Run 1, metal layers overlaid:
Bar = 50 um. Two of the layers only.
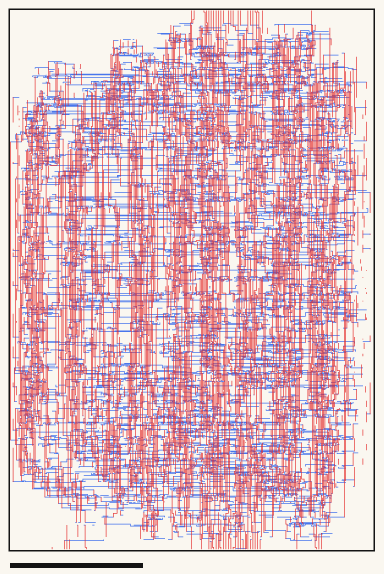
Run 1, placement by cell class:
Bar = 50 um.
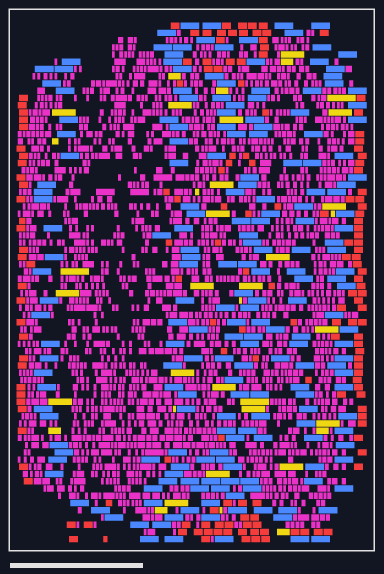
Run 1, cell placement:
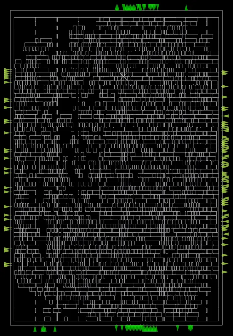
<file path="src/rtl/antares_divider.sv">
// antares_divider: iterative 32/32 integer divider for MIPS DIV/DIVU.
// One restoring radix-2 step per clock: load edge, 32 iteration edges and a
// sign-fix edge, so a result appears 34 edges after the start edge.
// Quotient feeds LO and remainder feeds HI. The hazard unit stalls MFHI/MFLO
// while div_active is high.
//
// Ports:
//   clk, rst            clock, synchronous active-high reset
//   div_dividend        dividend (rs)
//   div_divisor         divisor (rt)
//   div_start_signed    start a DIV (wins if both start bits are set)
//   div_start_unsigned  start a DIVU
//   flush               abort the operation in flight; results are kept
//   div_quotient        quotient (LO), held until the next result
//   div_remainder       remainder (HI), held until the next result
//   div_active          operation in progress
//   div_ready           one-cycle pulse when a fresh result is on the outputs
module antares_divider (
  input  logic        clk,
  input  logic        rst,
  input  logic [31:0] div_dividend,
  input  logic [31:0] div_divisor,
  input  logic        div_start_signed,
  input  logic        div_start_unsigned,
  input  logic        flush,
  output logic [31:0] div_quotient,
  output logic [31:0] div_remainder,
  output logic        div_active,
  output logic        div_ready
);

  localparam int DIV_STEPS = 32;
  localparam int CNT_W     = 5;

  typedef enum logic [1:0] {
    S_IDLE = 2'd0,
    S_BUSY = 2'd1,
    S_FIX  = 2'd2
  } state_t;

  state_t             state, state_nxt;
  logic [CNT_W-1:0]   count;
  logic [31:0]        rem_q;    // partial remainder, always < |b| (or |a| on div0)
  logic [31:0]        quo_q;    // dividend shifts out the top, quotient bits in the bottom
  logic [31:0]        bmag_q;
  logic [31:0]        a_raw;
  logic               q_neg, r_neg, div0;

  // Magnitude in 33 bits so that -0x80000000 becomes +0x80000000.
  function automatic logic [32:0] mag33(input logic [31:0] x, input logic neg);
    mag33 = neg ? (33'd0 - {1'b1, x}) : {1'b0, x};
  endfunction

  logic        start_go;
  logic        op_signed;
  logic        sign_a, sign_b;
  logic [32:0] amag, bmag;
  logic [32:0] shifted;
  logic        take;
  logic [31:0] diff;

  assign start_go  = (state == S_IDLE) && (div_start_signed || div_start_unsigned) && !flush;
  assign op_signed = div_start_signed;
  assign sign_a    = op_signed & div_dividend[31];
  assign sign_b    = op_signed & div_divisor[31];
  assign amag      = mag33(div_dividend, sign_a);
  assign bmag      = mag33(div_divisor, sign_b);

  // Restoring step: shift {rem, quo} left and subtract |b| when it fits.
  // The difference always fits 32 bits because the shifted value < 2*|b|.
  assign shifted = {rem_q, quo_q[31]};
  assign take    = (shifted >= {1'b0, bmag_q});
  assign diff    = shifted[31:0] - bmag_q;

  assign div_active = (state != S_IDLE);

  always_comb begin
    state_nxt = state;
    case (state)
      S_IDLE: if (start_go) state_nxt = S_BUSY;
      S_BUSY: if (count == '0) state_nxt = S_FIX;
      S_FIX:  state_nxt = S_IDLE;
      default: state_nxt = S_IDLE;
    endcase
    if (flush) state_nxt = S_IDLE;
  end

  always_ff @(posedge clk) begin
    if (rst) state <= S_IDLE;
    else     state <= state_nxt;
  end

  always_ff @(posedge clk) begin
    if (rst) begin
      count         <= '0;
      rem_q         <= '0;
      quo_q         <= '0;
      bmag_q        <= '0;
      a_raw         <= '0;
      q_neg         <= 1'b0;
      r_neg         <= 1'b0;
      div0          <= 1'b0;
      div_quotient  <= '0;
      div_remainder <= '0;
      div_ready     <= 1'b0;
    end else begin
      div_ready <= 1'b0;
      if (start_go) begin
        quo_q  <= amag[31:0];
        bmag_q <= bmag[31:0];
        a_raw  <= div_dividend;
        rem_q  <= '0;
        q_neg  <= sign_a ^ sign_b;
        r_neg  <= sign_a;
        div0   <= (div_divisor == '0);
        count  <= CNT_W'(DIV_STEPS - 1);
      end else if (state == S_BUSY && !flush) begin
        rem_q <= take ? diff : shifted[31:0];
        quo_q <= {quo_q[30:0], take};
        count <= count - 1'b1;
      end else if (state == S_FIX && !flush) begin
        // Divide-by-zero follows the MIPS convention regardless of signedness.
        div_quotient  <= div0 ? 32'hFFFF_FFFF : (q_neg ? (32'd0 - quo_q) : quo_q);
        div_remainder <= div0 ? a_raw : (r_neg ? (32'd0 - rem_q) : rem_q);
        div_ready     <= 1'b1;
      end
    end
  end

endmodule

</file>
<file path="config.mk">
export PLATFORM = sky130hd
export DESIGN_NAME = antares_divider
export DESIGN_NICKNAME = d
export VERILOG_FILES = /design/src/rtl/antares_divider.sv
export SDC_FILE = /design/constraint.sdc
export NUM_CORES = 1
export LEC_CHECK = 0
export ABC_AREA = 1
export CAP_MARGIN = 20
export CORE_ASPECT_RATIO = 1.5
export CORE_MARGIN = 2
export CORE_UTILIZATION = 55
export CTS_CLUSTER_DIAMETER = 80
export DETAILED_ROUTE_END_ITERATION = 8
export PLACE_DENSITY = 0.87
export REMOVE_ABC_BUFFERS = 1
export SLEW_MARGIN = 25
export SYNTH_ARGS = -nofsm -noshare
export SYNTH_HDL_FRONTEND = slang
export SYNTH_SLANG_ARGS = --single-unit
</file>
<file path="constraint.sdc">
create_clock -name clk -period 3.5 [get_ports clk]
set_input_delay 0.35 -clock clk [delete_from_list [all_inputs] [get_ports clk]]
set_output_delay 0.35 -clock clk [all_outputs]
set_load 0.05 [all_outputs]
</file>
==> summary.txt, run 1 <==
fresh numbers from the pnr run: status=finished with violations, violated checks=design-rule violations, Logic Gate Count=around 1.7k, post_cts resized=0, number of global-route vias before repair=15.6k, fin util=65.0%, CP dominant cell by count=nand2_1, Worst Setup Path Type=flop to flop, Synth mux share=0%, number of detailed-route iterations in the first pass=8, yosys stat cell total=around 2.3k, # DRC=1, HPWL Detailed=approximately 38000 um, worst hold endpoint=state[0], flop share of the area=roughly a quarter, Power Sequential=0.00252 W, yosys simple share=between 30% and 40%, worst skew pair latency=0.53 ns, top power group=registers, critical path launch point type=flop, Synthesized registers=203, total CTS buffers=21, fin area=between 0.015 and 0.02 mm^2, comb pwr=around 0.0015 W, Non-clk bufs=approximately 160, Post-synth ARST share=0%, CP required=3.87 ns, # Taps=333, R2R cell count=13, Final Wtd Congestion=approximately 1.1, Core Region=around 0.026 mm^2, hold buffer count at CTS=0
-- 'metal layers overlaid' (at the start) --
| color | layer | wire length |
|---|---|---|
| red | metal 2 | 24.7 mm |
| blue | metal 1 | 16900 um |
GRT Resource Usage Total: 35.6%
via count of the routed design: 15.7k
DR WL/cell: 17.8 um
DRT Wirelength: 49100 um

-- 'placement by cell class' (at the start) --
| color | class | cells |
|---|---|---|
| blue | flops | 203 |
| magenta | combinational and other logic | 2023 |
| yellow | clock drivers and dummy loads | 37 |
| red | other buffers and delay cells | 162 |

-- 'cell placement' (at the start) --
Fill cells: 2353
# rows: 72

Run 1, PDN straps and rails:
Bar = 50 um. Pins as bars on the die edge. Tap cells in gray.
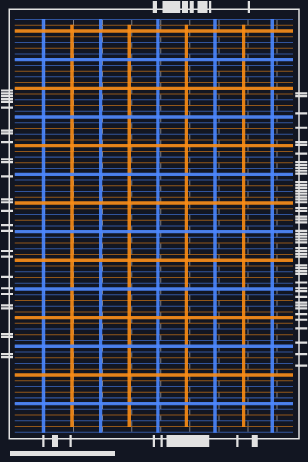

--- run 2 (diff from run 1) ---
- CORE_UTILIZATION: 55 -> 53
- clock period: 3.5 -> 2.44 ns (I/O delays scaled with it)
Run 2, PDN straps and rails:
Bar = 50 um. Pins as bars on the die edge. Tap cells in gray.
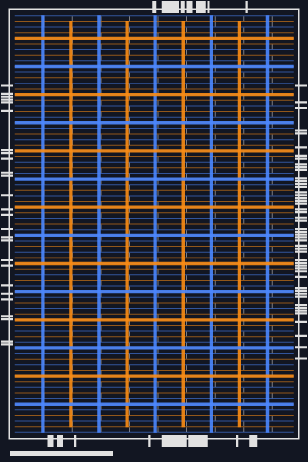
| color | net |
|---|---|
| orange | VDD |
| blue | VSS |
signal pins: 135
rows: 74
tap cells: 342

==> summary.txt, run 2 <==
fresh numbers from the pnr run: yosys stat cell total=roughly 2.3k, switch share=between 30% and 40%, DR WL/cell=17.3 um, CP startpoint=bmag_q[20], top power group=clock, DRT Wirelength=around 50000 um, Gate Area=roughly 0.0088 mm^2, Power Sequential=roughly 0.0036 W, number of detailed-route iterations in the first pass=5, # Taps=about 340, hold buffer count at CTS=0, Slew headroom=50.7%, Worst Setup Path Type=flop to flop, R2R cell count=12, HPWL Detailed=between 30000 and 40000 um, fin util=between 60% and 70%, Core Region=roughly 0.027 mm^2, Psw=just over 0.003 W, CP dominant cell by count=nand2_1, crit path cell chain=inv_1 -> ha_2 -> nand2_2 -> nor2_2 -> nand2_1 -> nor3_4 -> nand2_4 -> nand2_8 -> nand2_4 -> nand2_1 -> nand2_1 -> a21oi_2, Warnings, synthesis=0, vias per cell=~5.6, clock buffer count=30, post_cts resized=1, comb pwr=roughly 0.0022 W, Non-clk bufs=about 250, # DRC=0, worst hold endpoint=bmag_q[28], Hold Startpoint=rst, instance count on the critical path=12, Post-synth ARST share=0%, R2R Path End=rem_q[28], total CTS buffers=22, Synth mux share=0%, fin area=~0.018 mm^2, flop share of the area=23.0%, buffer share of cell area=about an eighth, status=completed, worst skew pair latency=between 0.5 and 0.6 ns, Logic Gate Count=between 1.5k and 2k, via count of the routed design=between 15k and 20k, number of global-route vias before repair=15.6k, yosys simple share=34.7%, GRT Resource Usage Total=33.8%, Fill cells=~2.5k, critical path launch point type=flop, Final Wtd Congestion=between 1 and 1.5, # rows=74
No activity file was given, so power comes from the tool's default toggle rates.
